### Floorplan with the power grid

Bar = 100 µm. Pins as bars on the die edge.
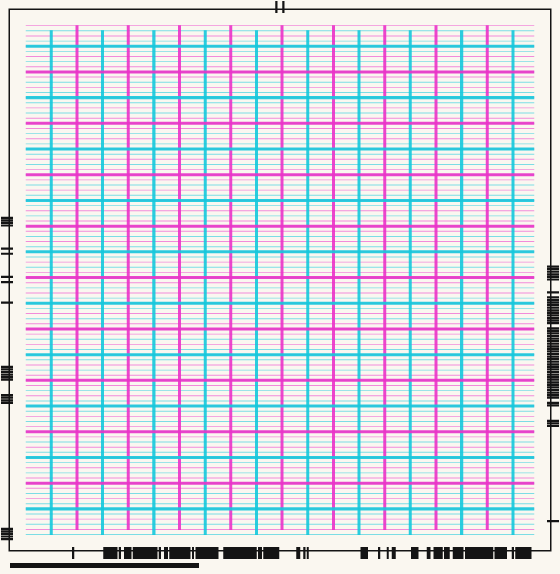
### Clock wiring as the flow saved it

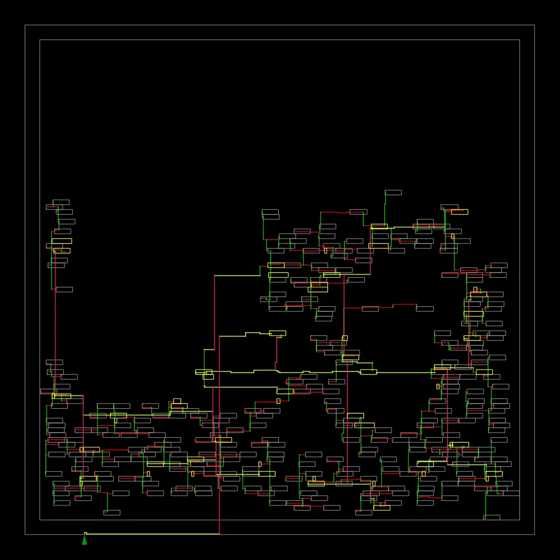
### Wiring by layer

Bar = 100 µm. Two of the layers only.
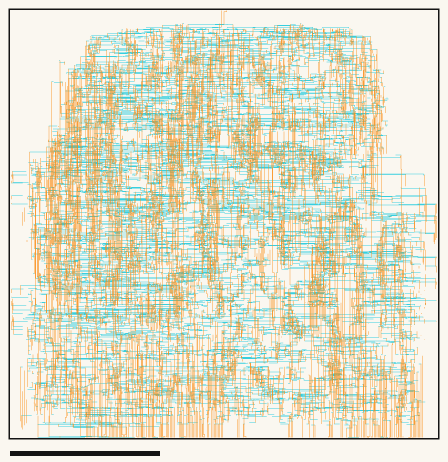
### The metal 3 layer

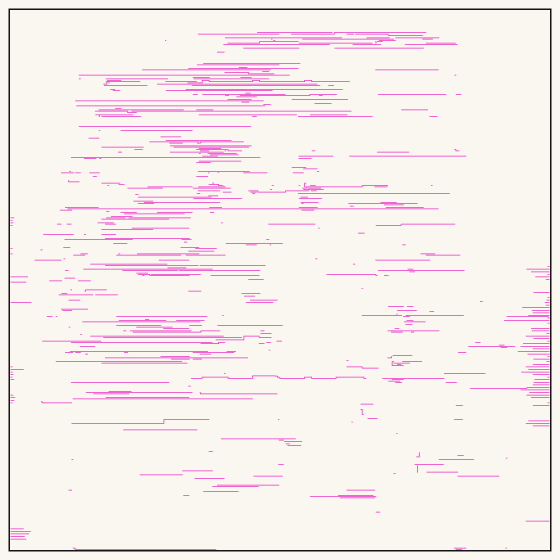
--- src/rtl/fp32_pkg.sv ---
// Shared FP32 definitions for the vector_scale block: field layout,
// encoding constants, sequencer states and small encoding helpers.
package fp32_pkg;

    typedef struct packed {
        logic        sign;
        logic [7:0]  exp;
        logic [22:0] man;
    } fp32_t;

    localparam int          FP_BIAS      = 127;
    localparam logic [7:0]  FP_EXP_MAX   = 8'hFF;
    localparam logic [31:0] FP_CANON_NAN = 32'h7FC0_0000;
    localparam logic [31:0] FP_POS_INF   = 32'h7F80_0000;

    typedef enum logic [1:0] {
        IDLE = 2'd0,
        MUL  = 2'd1,
        DONE = 2'd2
    } state_e;

    // Signed zero with the given sign.
    function automatic logic [31:0] fp_zero(input logic sign);
        return {sign, 31'd0};
    endfunction

    // Signed infinity with the given sign.
    function automatic logic [31:0] fp_inf(input logic sign);
        return FP_POS_INF | {sign, 31'd0};
    endfunction

endpackage

--- src/rtl/vector_scale_if.sv ---
// Upstream/downstream handshake bundle of vector_scale: scalar+direction
// input channel and the x/y/z result channel.
interface vector_scale_if;
    import fp32_pkg::*;

    logic        valid_in;
    logic [31:0] magnitude;
    logic [31:0] dir_x;
    logic [31:0] dir_y;
    logic [31:0] dir_z;
    logic        scale_ready;
    logic [31:0] vector_x;
    logic [31:0] vector_y;
    logic [31:0] vector_z;
    logic        valid_out;
    logic        vectors_ready;

    // Environment side: drives operands and downstream ready.
    modport master (
        output valid_in, magnitude, dir_x, dir_y, dir_z, vectors_ready,
        input  scale_ready, vector_x, vector_y, vector_z, valid_out
    );

    // Block side.
    modport slave (
        input  valid_in, magnitude, dir_x, dir_y, dir_z, vectors_ready,
        output scale_ready, vector_x, vector_y, vector_z, valid_out
    );
endinterface

--- src/rtl/fp32_mul_core.sv ---
// Two-stage FP32 multiplier. Stage A (registered) decodes specials, forms
// the 24x24 mantissa product, exponent sum and sign. Stage B (combinational
// off the stage A registers) normalizes and rounds to nearest-even; the
// caller captures res_o on the edge where res_valid_o is high.
module fp32_mul_core
    import fp32_pkg::*;
(
    input  logic        clk_in,
    input  logic        rst_n_in,
    input  logic        op_valid_i,
    input  logic [31:0] op_a_i,
    input  logic [31:0] op_b_i,
    output logic        res_valid_o,
    output logic [31:0] res_o
);

    localparam logic signed [9:0] BIAS10 = 10'(FP_BIAS);

    fp32_t a, b;
    assign a = op_a_i;
    assign b = op_b_i;

    // Denormals count as zero, so a zero exponent alone means zero.
    logic a_nan, b_nan, a_inf, b_inf, a_zero, b_zero;
    assign a_nan  = (a.exp == FP_EXP_MAX) && (a.man != 23'd0);
    assign b_nan  = (b.exp == FP_EXP_MAX) && (b.man != 23'd0);
    assign a_inf  = (a.exp == FP_EXP_MAX) && (a.man == 23'd0);
    assign b_inf  = (b.exp == FP_EXP_MAX) && (b.man == 23'd0);
    assign a_zero = (a.exp == 8'd0);
    assign b_zero = (b.exp == 8'd0);

    logic              sign_d, sign_q;
    logic              special_d, special_q;
    logic [31:0]       special_val_d, special_val_q;
    logic [47:0]       prod_d, prod_q;
    logic signed [9:0] exp_d, exp_q;
    logic              valid_q;

    // Stage A: special-case decode, mantissa product and biased exponent sum.
    always_comb begin
        sign_d        = a.sign ^ b.sign;
        special_d     = 1'b1;
        special_val_d = FP_CANON_NAN;
        if (a_nan || b_nan || (a_inf && b_zero) || (a_zero && b_inf)) begin
            special_val_d = FP_CANON_NAN;
        end else if (a_inf || b_inf) begin
            special_val_d = fp_inf(sign_d);
        end else if (a_zero || b_zero) begin
            special_val_d = fp_zero(sign_d);
        end else begin
            special_d = 1'b0;
        end
        prod_d = {24'd0, 1'b1, a.man} * {24'd0, 1'b1, b.man};
        exp_d  = $signed({2'b00, a.exp}) + $signed({2'b00, b.exp}) - BIAS10;
    end

    // Stage A pipeline registers.
    always_ff @(posedge clk_in or negedge rst_n_in) begin
        if (!rst_n_in) begin
            valid_q       <= 1'b0;
            sign_q        <= 1'b0;
            special_q     <= 1'b0;
            special_val_q <= 32'd0;
            prod_q        <= 48'd0;
            exp_q         <= 10'sd0;
        end else begin
            valid_q <= op_valid_i;
            if (op_valid_i) begin
                sign_q        <= sign_d;
                special_q     <= special_d;
                special_val_q <= special_val_d;
                prod_q        <= prod_d;
                exp_q         <= exp_d;
            end
        end
    end

    logic [22:0]       man_t, man_r;
    logic              guard, sticky, round_up;
    logic [24:0]       rnd;
    logic signed [9:0] exp_n, exp_r;

    // Stage B: normalize the product, round to nearest-even, clamp range.
    always_comb begin
        if (prod_q[47]) begin
            man_t  = prod_q[46:24];
            guard  = prod_q[23];
            sticky = |prod_q[22:0];
            exp_n  = exp_q + 10'sd1;
        end else begin
            man_t  = prod_q[45:23];
            guard  = prod_q[22];
            sticky = |prod_q[21:0];
            exp_n  = exp_q;
        end
        round_up = guard & (sticky | man_t[0]);
        rnd      = {2'b01, man_t} + {24'd0, round_up};
        // A carry out of rounding leaves an all-zero mantissa one binade up.
        if (rnd[24]) begin
            man_r = rnd[23:1];
            exp_r = exp_n + 10'sd1;
        end else begin
            man_r = rnd[22:0];
            exp_r = exp_n;
        end
        if (special_q) begin
            res_o = special_val_q;
        end else if (exp_r >= 10'sd255) begin
            res_o = fp_inf(sign_q);
        end else if (exp_r <= 10'sd0) begin
            res_o = fp_zero(sign_q);
        end else begin
            res_o = {sign_q, exp_r[7:0], man_r};
        end
    end

    assign res_valid_o = valid_q;

endmodule

--- src/rtl/vector_scale.sv ---
// Scales an FP32 direction vector by an FP32 magnitude using one shared
// multiplier, issuing x, y, z in turn (two cycles each) and holding the
// three results until downstream accepts them.
module vector_scale
    import fp32_pkg::*;
(
    input  logic           clk_in,
    input  logic           rst_n_in,
    vector_scale_if.slave  bus
);

    state_e      state_q, state_d;
    logic [1:0]  comp_idx_q, comp_idx_d;
    logic        phase_q, phase_d;
    logic        load_en, op_valid, wr_en;

    logic [31:0] mag_q, dx_q, dy_q, dz_q;
    logic [31:0] vec_x_q, vec_y_q, vec_z_q;
    logic [31:0] op_dir;
    logic        res_valid;
    logic [31:0] res;

    // Sequencer: accept in IDLE, issue/collect one component per two cycles.
    always_comb begin
        state_d    = state_q;
        comp_idx_d = comp_idx_q;
        phase_d    = phase_q;
        load_en    = 1'b0;
        op_valid   = 1'b0;
        wr_en      = 1'b0;
        case (state_q)
            IDLE: begin
                if (bus.valid_in) begin
                    load_en    = 1'b1;
                    state_d    = MUL;
                    comp_idx_d = 2'd0;
                    phase_d    = 1'b0;
                end
            end
            MUL: begin
                if (!phase_q) begin
                    op_valid = 1'b1;
                    phase_d  = 1'b1;
                end else if (res_valid) begin
                    wr_en   = 1'b1;
                    phase_d = 1'b0;
                    if (comp_idx_q == 2'd2) begin
                        state_d = DONE;
                    end else begin
                        comp_idx_d = comp_idx_q + 2'd1;
                    end
                end
            end
            DONE: begin
                if (bus.vectors_ready) begin
                    state_d = IDLE;
                end
            end
            default: state_d = IDLE;
        endcase
    end

    // Sequencer state registers.
    always_ff @(posedge clk_in or negedge rst_n_in) begin
        if (!rst_n_in) begin
            state_q    <= IDLE;
            comp_idx_q <= 2'd0;
            phase_q    <= 1'b0;
        end else begin
            state_q    <= state_d;
            comp_idx_q <= comp_idx_d;
            phase_q    <= phase_d;
        end
    end

    // Operand capture on input transfer.
    always_ff @(posedge clk_in or negedge rst_n_in) begin
        if (!rst_n_in) begin
            mag_q <= 32'd0;
            dx_q  <= 32'd0;
            dy_q  <= 32'd0;
            dz_q  <= 32'd0;
        end else if (load_en) begin
            mag_q <= bus.magnitude;
            dx_q  <= bus.dir_x;
            dy_q  <= bus.dir_y;
            dz_q  <= bus.dir_z;
        end
    end

    // Direction operand mux for the shared multiplier.
    always_comb begin
        case (comp_idx_q)
            2'd0:    op_dir = dx_q;
            2'd1:    op_dir = dy_q;
            default: op_dir = dz_q;
        endcase
    end

    fp32_mul_core u_mul (
        .clk_in      (clk_in),
        .rst_n_in    (rst_n_in),
        .op_valid_i  (op_valid),
        .op_a_i      (mag_q),
        .op_b_i      (op_dir),
        .res_valid_o (res_valid),
        .res_o       (res)
    );

    // Result registers, written as each component leaves stage B.
    always_ff @(posedge clk_in or negedge rst_n_in) begin
        if (!rst_n_in) begin
            vec_x_q <= 32'd0;
            vec_y_q <= 32'd0;
            vec_z_q <= 32'd0;
        end else if (wr_en) begin
            case (comp_idx_q)
                2'd0:    vec_x_q <= res;
                2'd1:    vec_y_q <= res;
                default: vec_z_q <= res;
            endcase
        end
    end

    assign bus.scale_ready = (state_q == IDLE);
    assign bus.valid_out   = (state_q == DONE);
    assign bus.vector_x    = vec_x_q;
    assign bus.vector_y    = vec_y_q;
    assign bus.vector_z    = vec_z_q;

endmodule

--- src/flat_wrapper.sv ---
// flat-port wrapper written by rule: the top's interface ports become plain ports
module vector_scale_flat import fp32_pkg::*;
  (clk_in, rst_n_in, bus_valid_in, bus_magnitude, bus_dir_x, bus_dir_y, bus_dir_z, bus_vectors_ready, bus_scale_ready, bus_vector_x, bus_vector_y, bus_vector_z, bus_valid_out);
  vector_scale_if bus_i ();
  input  logic clk_in;
  input  logic rst_n_in;
  input wire logic [$bits(bus_i.valid_in)-1:0] bus_valid_in;
  input wire logic [$bits(bus_i.magnitude)-1:0] bus_magnitude;
  input wire logic [$bits(bus_i.dir_x)-1:0] bus_dir_x;
  input wire logic [$bits(bus_i.dir_y)-1:0] bus_dir_y;
  input wire logic [$bits(bus_i.dir_z)-1:0] bus_dir_z;
  input wire logic [$bits(bus_i.vectors_ready)-1:0] bus_vectors_ready;
  output wire logic [$bits(bus_i.scale_ready)-1:0] bus_scale_ready;
  output wire logic [$bits(bus_i.vector_x)-1:0] bus_vector_x;
  output wire logic [$bits(bus_i.vector_y)-1:0] bus_vector_y;
  output wire logic [$bits(bus_i.vector_z)-1:0] bus_vector_z;
  output wire logic [$bits(bus_i.valid_out)-1:0] bus_valid_out;
  assign bus_i.valid_in = bus_valid_in;
  assign bus_i.magnitude = bus_magnitude;
  assign bus_i.dir_x = bus_dir_x;
  assign bus_i.dir_y = bus_dir_y;
  assign bus_i.dir_z = bus_dir_z;
  assign bus_i.vectors_ready = bus_vectors_ready;
  assign bus_scale_ready = bus_i.scale_ready;
  assign bus_vector_x = bus_i.vector_x;
  assign bus_vector_y = bus_i.vector_y;
  assign bus_vector_z = bus_i.vector_z;
  assign bus_valid_out = bus_i.valid_out;
  vector_scale u_core (.clk_in(clk_in), .rst_n_in(rst_n_in), .bus(bus_i));
endmodule
--- config.mk ---
export PLATFORM = sky130hd
export DESIGN_NAME = vector_scale_flat
export DESIGN_NICKNAME = d
export VERILOG_FILES = /design/src/rtl/fp32_pkg.sv /design/src/rtl/vector_scale_if.sv /design/src/rtl/fp32_mul_core.sv /design/src/rtl/vector_scale.sv /design/src/flat_wrapper.sv
export SDC_FILE = /design/constraint.sdc
export NUM_CORES = 2
export LEC_CHECK = 0
export ABC_AREA = 0
export CAP_MARGIN = 5
export CORE_MARGIN = 8
export CORE_UTILIZATION = 45
export CTS_BUF_LIST = sky130_fd_sc_hd__clkbuf_16
export DETAILED_ROUTE_END_ITERATION = 8
export PLACE_DENSITY_LB_ADDON = 0.1
export SETUP_SLACK_MARGIN = 0.15
export SLEW_MARGIN = 20
export SYNTH_ARGS = -nofsm -noshare
export SYNTH_HDL_FRONTEND = slang
export SYNTH_SLANG_ARGS = --single-unit
--- constraint.sdc ---
create_clock -name clk_in -period 9.7 [get_ports clk_in]
set_input_delay 1.94 -clock clk_in [delete_from_list [all_inputs] [get_ports clk_in]]
set_output_delay 1.94 -clock clk_in [all_outputs]
set_load 0.01 [all_outputs]
==> results_slide.txt <==
Implementation Results

Detailed routing
  – Wire per inst: 22.2 µm
  – WL met3: 8080 µm
  – WL final: 102000 µm
  – # DRC: 0
  – Detailed Routing Iterations Pass 1: 7
  – Met2 wire length: 47200 µm
  – Vias: 24700
  – Met1 WL: 43100 µm
  – Highest Signal Layer: met4
  – Detail Route Antenna Nets: 0
  – Initial drt markers: 1577
  – Drt via density: 5.38

Synthesis
  – XOR/XNOR Fraction of Synth Area: 0.0249
  – Yosys warning count: 0
  – Main logic family: adder cells
  – Synth unique cells: 86
  – MUX area fraction: 0.0489
  – Aoi share: 0.0905
  – Post-synthesis instance total: 3472
  – Synth Area in Simple Gates: 0.148
  – Adder Area Share: 0.369
  – Most used flip-flop cell: dfrtp_1
  – Post-synthesis net count: 4281
  – Mapped Area: 32700 µm²
  – Yosys cell count: 3472
  – Yosys Chip Area: 32700 µm²
  – Mean Syn Cell Area: 9.43 µm²
  – Ys flops: 293
  – Flip-flops with a built-in enable: 0
  – Ys async rst share: 1.00
  – Synth Seq Share: 0.224

Global route
  – Vias in the first global route: 26200
  – Global-route wire length before repair: 158000 µm
  – Total GRT Usage: 0.248
  – Met1 usage: 0.332
  – Grt ovf: 0
  – Initial antenna violation count: 3
  – Met3 Usage GRT: 0.0557
  – Met2 GRT Util: 0.404
  – Pin count of the biggest net entering global routing: 106
  – Top Usage Layer GRT: met2

Critical path
  – Worst Setup Start Kind: flop
  – Cell mode on critical path: fa_1
  – Setup CP Type: reg -> reg
  – Critical path fanouts, max: 24
  – R2R depth: 28
  – CP peak stage delay: 0.66 ns
  – CP startpoint: u_core.comp_idx_q[0]$_DFFE_PN0P_
  – CP arrival: 9.52 ns
  – Worst Setup End Kind: flop
  – Worst setup endpoint: u_core.u_mul.prod_q[44]$_DFFE_PN0P_
  – Reg2reg start: u_core.comp_idx_q[0]$_DFFE_PN0P_
  – Critical-path top delay cell: a21o_1
  – Reg-to-reg slack, setup: 0.68 ns
  – Crit path required time: 10.20 ns
  – FF-to-FF End: u_core.u_mul.prod_q[44]$_DFFE_PN0P_

Place
  – GPL Wtd Cong: 0.923
  – HPWL Detailed: 80500 µm
  – Placed Instance Area: 35900 µm²
  – Buffers on Ports: 229

Floorplan
  – Die ar.: 81600 µm²
  – Die Ht: 286 µm
  – Starting Density: 0.452
  – Die W: 286 µm
  – # rows: 99
  – Core Region: 72500 µm²
  – IO Pins: 230

Layout
  – Layout cells sized above 1: 0.0745
  – N_diodes: 0
  – Post-route cell area: 37000 µm²
  – Nets: 4409
  – Area grow syn2layout: 13.0%
  – Finished Core Util: 0.510
  – Most frequent cells in the layout: inv_1 (619), fa_1 (483), nand2_1 (465), dfrtp_1 (288), clkdlybuf4s50_1 (228)
  – Most frequent logic cell in the layout: inv_1

Clock tree
  – Total CTS buffers: 30
  – Post-CTS sizing: 0
  – H-tree depth: 1
  – Post-CTS Hold Buffers: 0
  – CTS tree: done
  – CTS max path bufs: 3
  – Setup Buffers After CTS: 0
  – Root buffer selected by CTS: clkbuf_16
  – Worst-path clk slew: 0.07 ns

STA
  – Worst-Margin Slew: 1.18 ns
  – Peak Freq: 111 MHz
  – Crit share post-route: 0.930
  – Clock period minus worst slack: 9.02 ns
  – RSZ-0062 raised after global routing: no
  – Slew margin rel.: 0.214
  – Final Hold Vio Count: 0
  – Setup TNS: 0 ns
  – Final setup violation count: 0
  – Final Max-Slew Violation Tally: 0

Min path
  – Worst Hold Class: reg -> reg
  – Hold Startpoint: u_core.u_mul.prod_q[1]$_DFFE_PN0P_
  – Hold path endpoint: u_core.u_mul.prod_q[1]$_DFFE_PN0P_
  – Hold depth: 2

Job
  – Max Cap Viol: 0
  – Tool Warnings: 31

Run status
  – Status: complete, no violations
## Picture notes: 'Floorplan with the power grid'
Magenta is VDD. Cyan is VSS.
230 signal pins sit on the boundary. 19 straps on met4.

## Picture notes: 'Clock wiring as the flow saved it'
clk ins delay skew pair: 0.59 ns
Worst Skew: 0.0213 ns
clkbuf count: 30
Clock Sink Count: 293

## Picture notes: 'Wiring by layer'
Cyan is metal 1, wire length 43.1 mm. Orange is metal 2, wire length 47.2 mm.

## Picture notes: 'The metal 3 layer'
The wires run mostly horizontal. 284 nets have wire on it. The longest straight run is 196 µm. The layer holds 7.9% of the routed length.

## cell families after synthesis
logic type	count (synthesis)
flip-flops	293
AND/OR/NAND/NOR	1011
AND-OR/OR-AND	442
adder cells (fa/ha/maj)	677
buffers and inverters	812
XOR/XNOR	93
multiplexers	144
## area by class of cell
| class | count | area (µm²) |
|---|---|---|
| fillers | 6646 | 35500 |
| multi-input cells | 2367 | 22300 |
| flip-flops and latches | 293 | 7340 |
| repair buffers | 288 | 2740 |
| inverters | 620 | 2330 |
| well taps | 959 | 1200 |
| clock buffers | 30 | 751 |
| clock inverters | 26 | 284 |
## critical path: cells and delay by family (launching register included)
family | cells | cell delay [ns]
buffers and inverters | 7 | 0.71
xor gates and xnor gates | 1 | 0.16
adders and majority gates | 9 | 4.28
and+or+nand+nor | 5 | 1.25
AOI/OAI and AO/OA | 6 | 2.07
DFF | 1 | 0.41
## flip-flops by register name (all words and copies together), names as in the netlist
| name | count |
|---|---|
| u_core.u_mul.sign_q | 1 |
| u_core.dx_q | 32 |
| u_core.phase_q | 1 |
| u_core.mag_q | 32 |
| u_core.bus.vector_x | 32 |
| u_core.dz_q | 32 |
| u_core.u_mul.special_q | 1 |
| u_core.bus.vector_y | 32 |
| u_core.state_q | 2 |
| u_core.comp_idx_q | 2 |
| u_core.u_mul.exp_q | 10 |
| u_core.u_mul.prod_q | 48 |
| u_core.u_mul.special_val_q | 3 |
| u_core.dy_q | 32 |
| u_core.u_mul.res_valid_o | 1 |
| u_core.bus.vector_z | 32 |
## synthesized netlist by cell type, types with 6 or more instances
library cell / number / area (µm²)
and3_1: 22 / 138
nor2_1: 141 / 529
a22o_1: 28 / 245
and2_1: 198 / 1240
a21o_1: 37 / 278
inv_1: 616 / 2310
o211ai_1: 6 / 45.0
a32o_1: 23 / 230
nor2b_1: 37 / 231
o31ai_1: 32 / 240
ha_1: 194 / 2430
nand4_1: 30 / 188
a21oi_1: 80 / 400
a31oi_1: 9 / 56.3
mux2i_1: 19 / 190
fa_1: 483 / 9670
nand3_1: 34 / 170
clkbuf_1: 150 / 563
xor2_1: 39 / 342
mux2_2: 124 / 1400
a211oi_1: 14 / 105
buf_2: 17 / 85.1
a22oi_1: 10 / 75.1
nand2_1: 467 / 1750
dfrtp_1: 293 / 7330
o21a_1: 7 / 52.6
o21bai_1: 11 / 82.6
or3_1: 8 / 50.1
xnor2_1: 54 / 473
nand2b_1: 8 / 50.1
buf_1: 20 / 75.1
nor4_1: 25 / 156
o21ai_0: 135 / 676
nor3_1: 14 / 70.1
a31o_2: 6 / 52.6
## per-stage QoR
step	hold WS [ns]	worst slack, ns	cells
detailed placement	0.467	0.584	4527
global route	0.507	0.166	4583
floorplan	0.446	1.68	3472
finish	0.477	0.681	4583
global placement	0.459	0.832	4527
CTS	0.481	0.575	4583
